--- src/rtl/mem_arbiter.sv ---
`default_nettype none
// ============================================================================
//  Module   : mem_arbiter
//  Purpose  : Arbitrates an instruction-fetch port and a data load/store port
//             onto one shared single-port 256x8 synchronous RAM. Data wins
//             contention until it has taken STARVE_LIMIT grants in a row while
//             fetch was waiting; the next contended grant then goes to fetch.
//  Ports    : clk, reset            - clock, async active-high reset
//             if_req/if_addr        - fetch request and address
//             if_ack/if_rdata       - fetch completion and instruction byte
//             d_req/d_we/d_addr/
//             d_wdata               - data request (load or store)
//             d_ack/d_rdata         - data completion and load byte
//             ram_addr/ram_we/
//             ram_wdata/ram_rdata   - shared RAM interface
//             busy                  - transaction in progress
//  Revision : 1.0 - initial release
// ============================================================================
module mem_arbiter #(
    parameter int STARVE_LIMIT = 3
) (
    input  logic       clk,
    input  logic       reset,
    input  logic       if_req,
    input  logic [7:0] if_addr,
    output logic       if_ack,
    output logic [7:0] if_rdata,
    input  logic       d_req,
    input  logic       d_we,
    input  logic [7:0] d_addr,
    input  logic [7:0] d_wdata,
    output logic       d_ack,
    output logic [7:0] d_rdata,
    output logic [7:0] ram_addr,
    output logic       ram_we,
    output logic [7:0] ram_wdata,
    input  logic [7:0] ram_rdata,
    output logic       busy
);

    localparam int STREAK_W = (STARVE_LIMIT < 1) ? 1 : $clog2(STARVE_LIMIT + 1);
    localparam logic [STREAK_W-1:0] c_LIMIT = STREAK_W'(STARVE_LIMIT);

    localparam logic [1:0] c_IDLE   = 2'd0;
    localparam logic [1:0] c_ACCESS = 2'd1;
    localparam logic [1:0] c_READ   = 2'd2;
    localparam logic [1:0] c_DONE   = 2'd3;

    logic [1:0]          state_q,    state_d;
    logic                owner_q,    owner_d;     // 0 = fetch, 1 = data
    logic [STREAK_W-1:0] streak_q,   streak_d;
    logic [7:0]          addr_q,     addr_d;
    logic                we_q,       we_d;
    logic [7:0]          wdata_q,    wdata_d;
    logic [7:0]          if_rdata_q, if_rdata_d;
    logic [7:0]          d_rdata_q,  d_rdata_d;

    // Data takes a contended slot unless fetch has already waited out a full streak.
    logic w_grant_data;
    assign w_grant_data = d_req && (!if_req || (streak_q != c_LIMIT));

    // ------------------------------------------------------------------
    // State register
    // ------------------------------------------------------------------
    always_ff @(posedge clk or posedge reset) begin
        if (reset) begin
            state_q    <= c_IDLE;
            owner_q    <= 1'b0;
            streak_q   <= '0;
            addr_q     <= 8'h00;
            we_q       <= 1'b0;
            wdata_q    <= 8'h00;
            if_rdata_q <= 8'h00;
            d_rdata_q  <= 8'h00;
        end else begin
            state_q    <= state_d;
            owner_q    <= owner_d;
            streak_q   <= streak_d;
            addr_q     <= addr_d;
            we_q       <= we_d;
            wdata_q    <= wdata_d;
            if_rdata_q <= if_rdata_d;
            d_rdata_q  <= d_rdata_d;
        end
    end

    // ------------------------------------------------------------------
    // Next-state logic
    // ------------------------------------------------------------------
    always_comb begin
        state_d    = state_q;
        owner_d    = owner_q;
        streak_d   = streak_q;
        addr_d     = addr_q;
        we_d       = we_q;
        wdata_d    = wdata_q;
        if_rdata_d = if_rdata_q;
        d_rdata_d  = d_rdata_q;

        case (state_q)
            c_IDLE: begin
                if (if_req || d_req) begin
                    state_d = c_ACCESS;
                    owner_d = w_grant_data;
                    if (w_grant_data) begin
                        addr_d  = d_addr;
                        we_d    = d_we;
                        wdata_d = d_wdata;
                        // Streak only grows while fetch is actually being held off.
                        if (if_req) begin
                            if (streak_q != c_LIMIT) begin
                                streak_d = streak_q + STREAK_W'(1);
                            end
                        end else begin
                            streak_d = '0;
                        end
                    end else begin
                        addr_d   = if_addr;
                        we_d     = 1'b0;
                        wdata_d  = 8'h00;
                        streak_d = '0;
                    end
                end
            end
            c_ACCESS: begin
                state_d = we_q ? c_DONE : c_READ;
            end
            c_READ: begin
                // RAM data for the address presented in ACCESS is valid now.
                state_d = c_DONE;
                if (owner_q) begin
                    d_rdata_d = ram_rdata;
                end else begin
                    if_rdata_d = ram_rdata;
                end
            end
            c_DONE: begin
                state_d = c_IDLE;
            end
            default: begin
                state_d = c_IDLE;
            end
        endcase
    end

    // ------------------------------------------------------------------
    // Output logic (Moore)
    // ------------------------------------------------------------------
    always_comb begin
        busy      = (state_q != c_IDLE);
        ram_we    = (state_q == c_ACCESS) && we_q;
        if_ack    = (state_q == c_DONE) && !owner_q;
        d_ack     = (state_q == c_DONE) &&  owner_q;
        ram_addr  = addr_q;
        ram_wdata = wdata_q;
        if_rdata  = if_rdata_q;
        d_rdata   = d_rdata_q;
    end

endmodule
`default_nettype wire

--- config.mk ---
export PLATFORM = sky130hd
export DESIGN_NAME = mem_arbiter
export DESIGN_NICKNAME = d
export VERILOG_FILES = /design/src/rtl/mem_arbiter.sv
export SDC_FILE = /design/constraint.sdc
export NUM_CORES = 1
export LEC_CHECK = 0
export CAP_MARGIN = 20
export CORE_MARGIN = 5
export CORE_UTILIZATION = 44
export CTS_CLUSTER_SIZE = 16
export DETAILED_ROUTE_END_ITERATION = 7
export GPL_ROUTABILITY_DRIVEN = 0
export PLACE_DENSITY = 0.84
export SLEW_MARGIN = 30
export SYNTH_ARGS = -nofsm -noshare
export SYNTH_HDL_FRONTEND = slang
export SYNTH_SLANG_ARGS = --single-unit
--- constraint.sdc ---
create_clock -name clk -period 4.2 [get_ports clk]
set_input_delay 0.84 -clock clk [delete_from_list [all_inputs] [get_ports clk]]
set_output_delay 0.84 -clock clk [all_outputs]
set_load 0.005 [all_outputs]
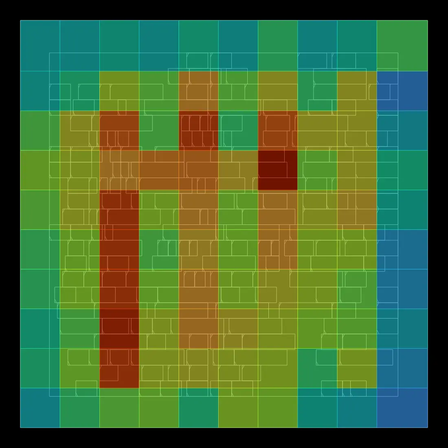
*Routing congestion, run 1*
met3 Resource Use GR: 0.0526
routed length per instance: 16.4 um
most used routing layer: met2
met2 global-route usage: 0.288

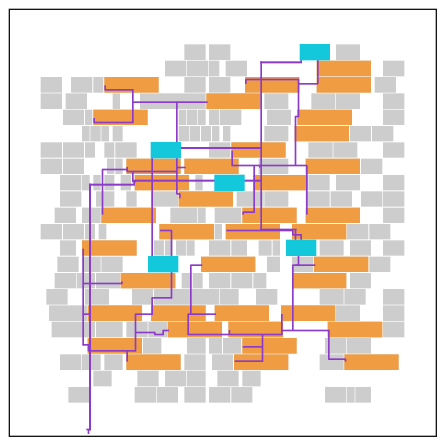
*Clock wires, drivers and flops, run 1*
Drawn at 6 px/um.
Key: flip-flops = orange [count 38]; cells driving clock nets = cyan [count 5]; clock wires = purple [length 460 um]
There are 6 routed clock nets.
Clock Power: 380 uW
clk_lat worst skew: 0.29 ns
Clk pwr share: 0.208
Clock Skews: 0.00535 ns

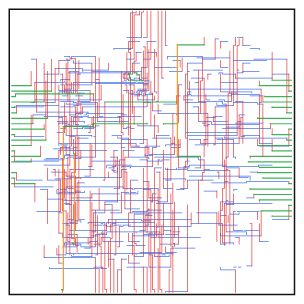
*Signal wires by layer, run 1*
Drawn at 4 px/um.
Key: met2 = red [wire length 2040 um]; met1 = blue [wire length 1700 um]; met3 = green [wire length 319 um]; met4 = orange [wire length 91.1 um]
Global Route Usage Sum: 0.176
Vias: 1304
drt total wl: 4160 um

==> results.yml, run 1 <==
# yosys + openroad results
min_path:
  hold_end: "d_rdata[2]"
  min_path_cells: 1
worst_setup_path:
  slowest_stage: "clkdlybuf4s50_1"
  critical_path_buf_inv_count: 3
  r2r_start: "state_q[0]"
  cp_slowest_stage_delay_ns: 0.50
  startpoint: "state_q[0]"
  cp_top_family: "buffers and inverters"
  worstPathCellList: "inv_1 > ha_1 > bufinv_8 > clkdlybuf4s50_1"
clocking:
  cts_root_buf: "clkbuf_8"
  cts_tree: "built"
power_and_ir_drop:
  power_leakage_uw: 0.00111
  p_switching_uw: 534
timing:
  rsz0062_at_grt: "no"
run_status:
  run_status: "finished, final reports clean"
floorplanning:
  coreArea_um2: 3630
  ioPinCount: 73
  die_y_um: 70.9
finish:
  design_area_um2: 2530
  regArea_um2: 951
grt:
  grt_max_degree: 39
logic_synthesis:
  ys_warn_count: 0
  syn_area_per_cell_um2: 12.7
  yosysTopAreaCell: "dfrtp_1"
  ys_area_um2: 1630
  synth_flops: 38
flow_run:
  maxCapViolCount: 0
[run 1: flip-flops by register name (all words and copies together) (netlist names)]
| signal | cells |
|---|---|
| owner_q | 1 |
| if_rdata | 8 |
| state_q | 2 |
| ram_wdata | 8 |
| d_rdata | 8 |
| we_q | 1 |
| streak_q | 2 |
| ram_addr | 8 |
[run 1: area by class of cell]
class | count | share of cell area
clock buffer | 6 | 0.0327
clock inverter | 2 | 0.0238
inverter | 4 | 0.0114
multi-input combinational | 82 | 0.244
sequential | 38 | 0.376
tap | 48 | 0.0238
timing repair buffer | 73 | 0.288
[run 1: stage by stage]
step / total power, uW / worst slack [ns] / std cells / utilization
6_report: 1830 / 1.54 / 253 / 0.696
5_1_grt: 1940 / 1.44 / 253 / 0.696
4_1_cts: 1840 / 1.52 / 253 / 0.696
3_5_place_dp: 1460 / 1.74 / 245 / 0.656
3_3_place_gp: 1410 / 1.51 / 245 / 0.655
2_1_floorplan: 1010 / 2.47 / 129 / -
[run 1: cell usage in the layout (no fill, tap or decap)]
master and count:
a22o_1 10, dfrtp_1 38, buf_4 1, o21ai_1 3
bufinv_8 1, a21boi_2 1, clkdlybuf4s50_1 72, mux2_1 16
ha_1 5, a21oi_1 16, a32o_2 1, nor2_8 1
bufinv_16 2, nor2b_2 1, clkbuf_8 6, o21ai_0 1
a21bo_1 1, nand2_1 10, inv_1 3, or3b_1 1
o21a_1 1, nand2b_1 1, and2_1 2, o21ai_2 1
nor2b_1 1, a21o_1 1, nor2_1 8
[run 1: logic make-up after synthesis]
logic type / count (synthesis) / synth area share
compound gates: 36 / 0.147
simple gates: 25 / 0.0796
fa+ha+maj: 5 / 0.0383
buf+inv: 9 / 0.0429
mux: 16 / 0.110
flops: 38 / 0.582
### M3 wires, run 1

Drawn at 4 px/um. Cells faint in the background.
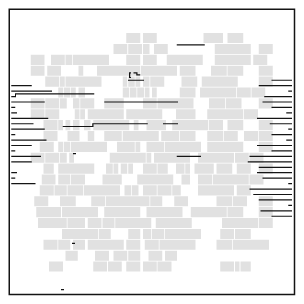

==> inputs of run 2 (changes only) <==
CORE_UTILIZATION = 37   (was 44)
PLACE_DENSITY = 0.75   (was 0.84)
clock period = 2.2 ns   (was 4.2 ns; I/O delays follow)
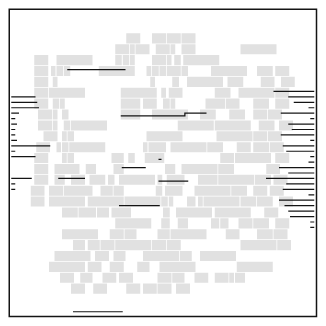
*M3 wires, run 2*
Drawn at 4 px/um. Cells faint in the background.
The layer holds 7.0% of the routed length. The wires run mostly horizontal. The layer carries 262 um of wire.
drt total wl: 3760 um
Vias: 1258
met3 Resource Use GR: 0.0414

==> run 2 against run 1 <==
  * Synthesized area unchanged
  * Global-route usage decreased by 4.5 points
  * Die size increased by 16%
==> results.yml, run 2 <==
# yosys + openroad results
clocking:
  cts_tree: "built"
  cts_root_buf: "clkbuf_8"
  htree_num_levels: 2
worst_setup_path:
  path_max_fanout: 6
  r2r_start: "state_q[0]"
  cp_num_cells: 4
  critical_path_buf_inv_count: 3
  cp_top_family: "buffers and inverters"
  worstPathCellList: "inv_1 > ha_4 > bufinv_8 > clkdlybuf4s50_1"
  cp_slowest_stage_delay_ns: 0.50
  slowest_stage: "clkdlybuf4s50_1"
logic_synthesis:
  synthTopCellsByArea: "dfrtp_1, mux2_1, a22o_1, a21oi_1, ha_1"
  xor_area_frac: 0
  synthSimpleGateAreaFrac: 0.0796
  edf_count: 0
  ys_warn_count: 0
  ys_area_um2: 1630
  aoi_share: 0.147
  syn_area_per_cell_um2: 12.7
  mux_share: 0.110
  yosysTopAreaCell: "dfrtp_1"
  fa_ha_area_frac: 0.0383
  synth_flops: 38
  topCombFamilyByArea: "AND-OR/OR-AND gates"
min_path:
  hold_end: "d_rdata[0]"
  min_path_cells: 1
placed_design:
  dp.cells: 252
floorplanning:
  ioPinCount: 73
  die_y_um: 76.5
  rows: 24
  coreArea_um2: 4320
power_and_ir_drop:
  power_leakage_uw: 0.00110
  p_switching_uw: 963
grt:
  grt_usage: 0.131
  grt_overflow: 0
timing:
  skew_ns: 0.00460
run_status:
  run_status: "finished, final reports clean"
finish:
  regArea_um2: 951
  design_area_um2: 2510
  lay_top_count: "clkdlybuf4s50_1"
  lay_top_cells: "clkdlybuf4s50_1, dfrtp_1, mux2_1, a21oi_1"
  fin_cells: 259
routing:
  drc: 0
  wire_per_inst_um: 14.5
flow_run:
  maxCapViolCount: 0
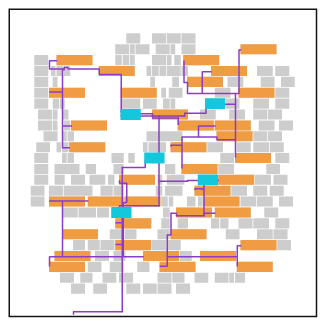
*Clock wires, drivers and flops, run 2*
Drawn at 4 px/um.
Key: flip-flops = orange [count 38]; clock wires = purple [length 440 um]; cells driving clock nets = cyan [count 5]
There are 6 routed clock nets.
Clock Power: 453 uW
clk_lat worst skew: 0.28 ns
Clk pwr share: 0.140

[run 2: cell type report]
| type | instances | area share |
|---|---|---|
| Clock buffer | 6 | 0.0329 |
| Tap cell | 52 | 0.0259 |
| Timing Repair Buffer | 77 | 0.302 |
| Multi-Input combinational cell | 82 | 0.249 |
| Sequential cell | 38 | 0.379 |
| Inverter | 4 | 0.0115 |
[run 2: cell families (layout without fill, tap and decap cells)]
kind of cell               after synthesis  after routing
and+or+nand+nor                         25             25
AOI/OAI and AO/OA                       36             36
adders and majority gates                5              5
buffers and inverters                    9             87
DFF                                     38             38
muxes                                   16             16
[run 2: worst max path at each step]
stage,from,to,slack [ns]
2_1_floorplan,state_q[1],state_q[0],0.86
6_report,state_q[1],busy,0.1
3_3_place_gp,state_q[0],busy,0.34
4_1_cts,state_q[1],busy,0.01
5_1_grt,state_q[1],busy,0.03
3_5_place_dp,state_q[0],busy,0.29
[run 2: stage by stage]
| step | util | setup slack, ns | total power (uW) |
|---|---|---|---|
| floorplan | - | 0.863 | 1930 |
| global placement | 0.557 | 0.338 | 2740 |
| detailed placement | 0.557 | 0.290 | 2780 |
| CTS | 0.578 | 0.0103 | 3270 |
| global route | 0.581 | 0.0308 | 3500 |
| finish | 0.581 | 0.0984 | 3230 |
[run 2: worst reg2reg max path: stages (launching register included)]
cell and delay (ns):
dfrtp_1 0.35, inv_1 0.09, ha_1 0.22, nand2b_1 0.31, mux2_1 0.37
[run 2: metal layers]
metal | vias to the layer above | share of wire | wire [um] | global-route usage
met5 | - | 0 | 0 | 0
met4 | 0 | 0.015 | 58 | 0.0472
met1 | 593 | 0.45 | 1700 | 0.169
met3 | 6 | 0.070 | 262 | 0.0414
li1 | 607 | - | - | -
met2 | 52 | 0.46 | 1740 | 0.206
Power figures rest on the tool's default switching activity, not on a simulated workload.
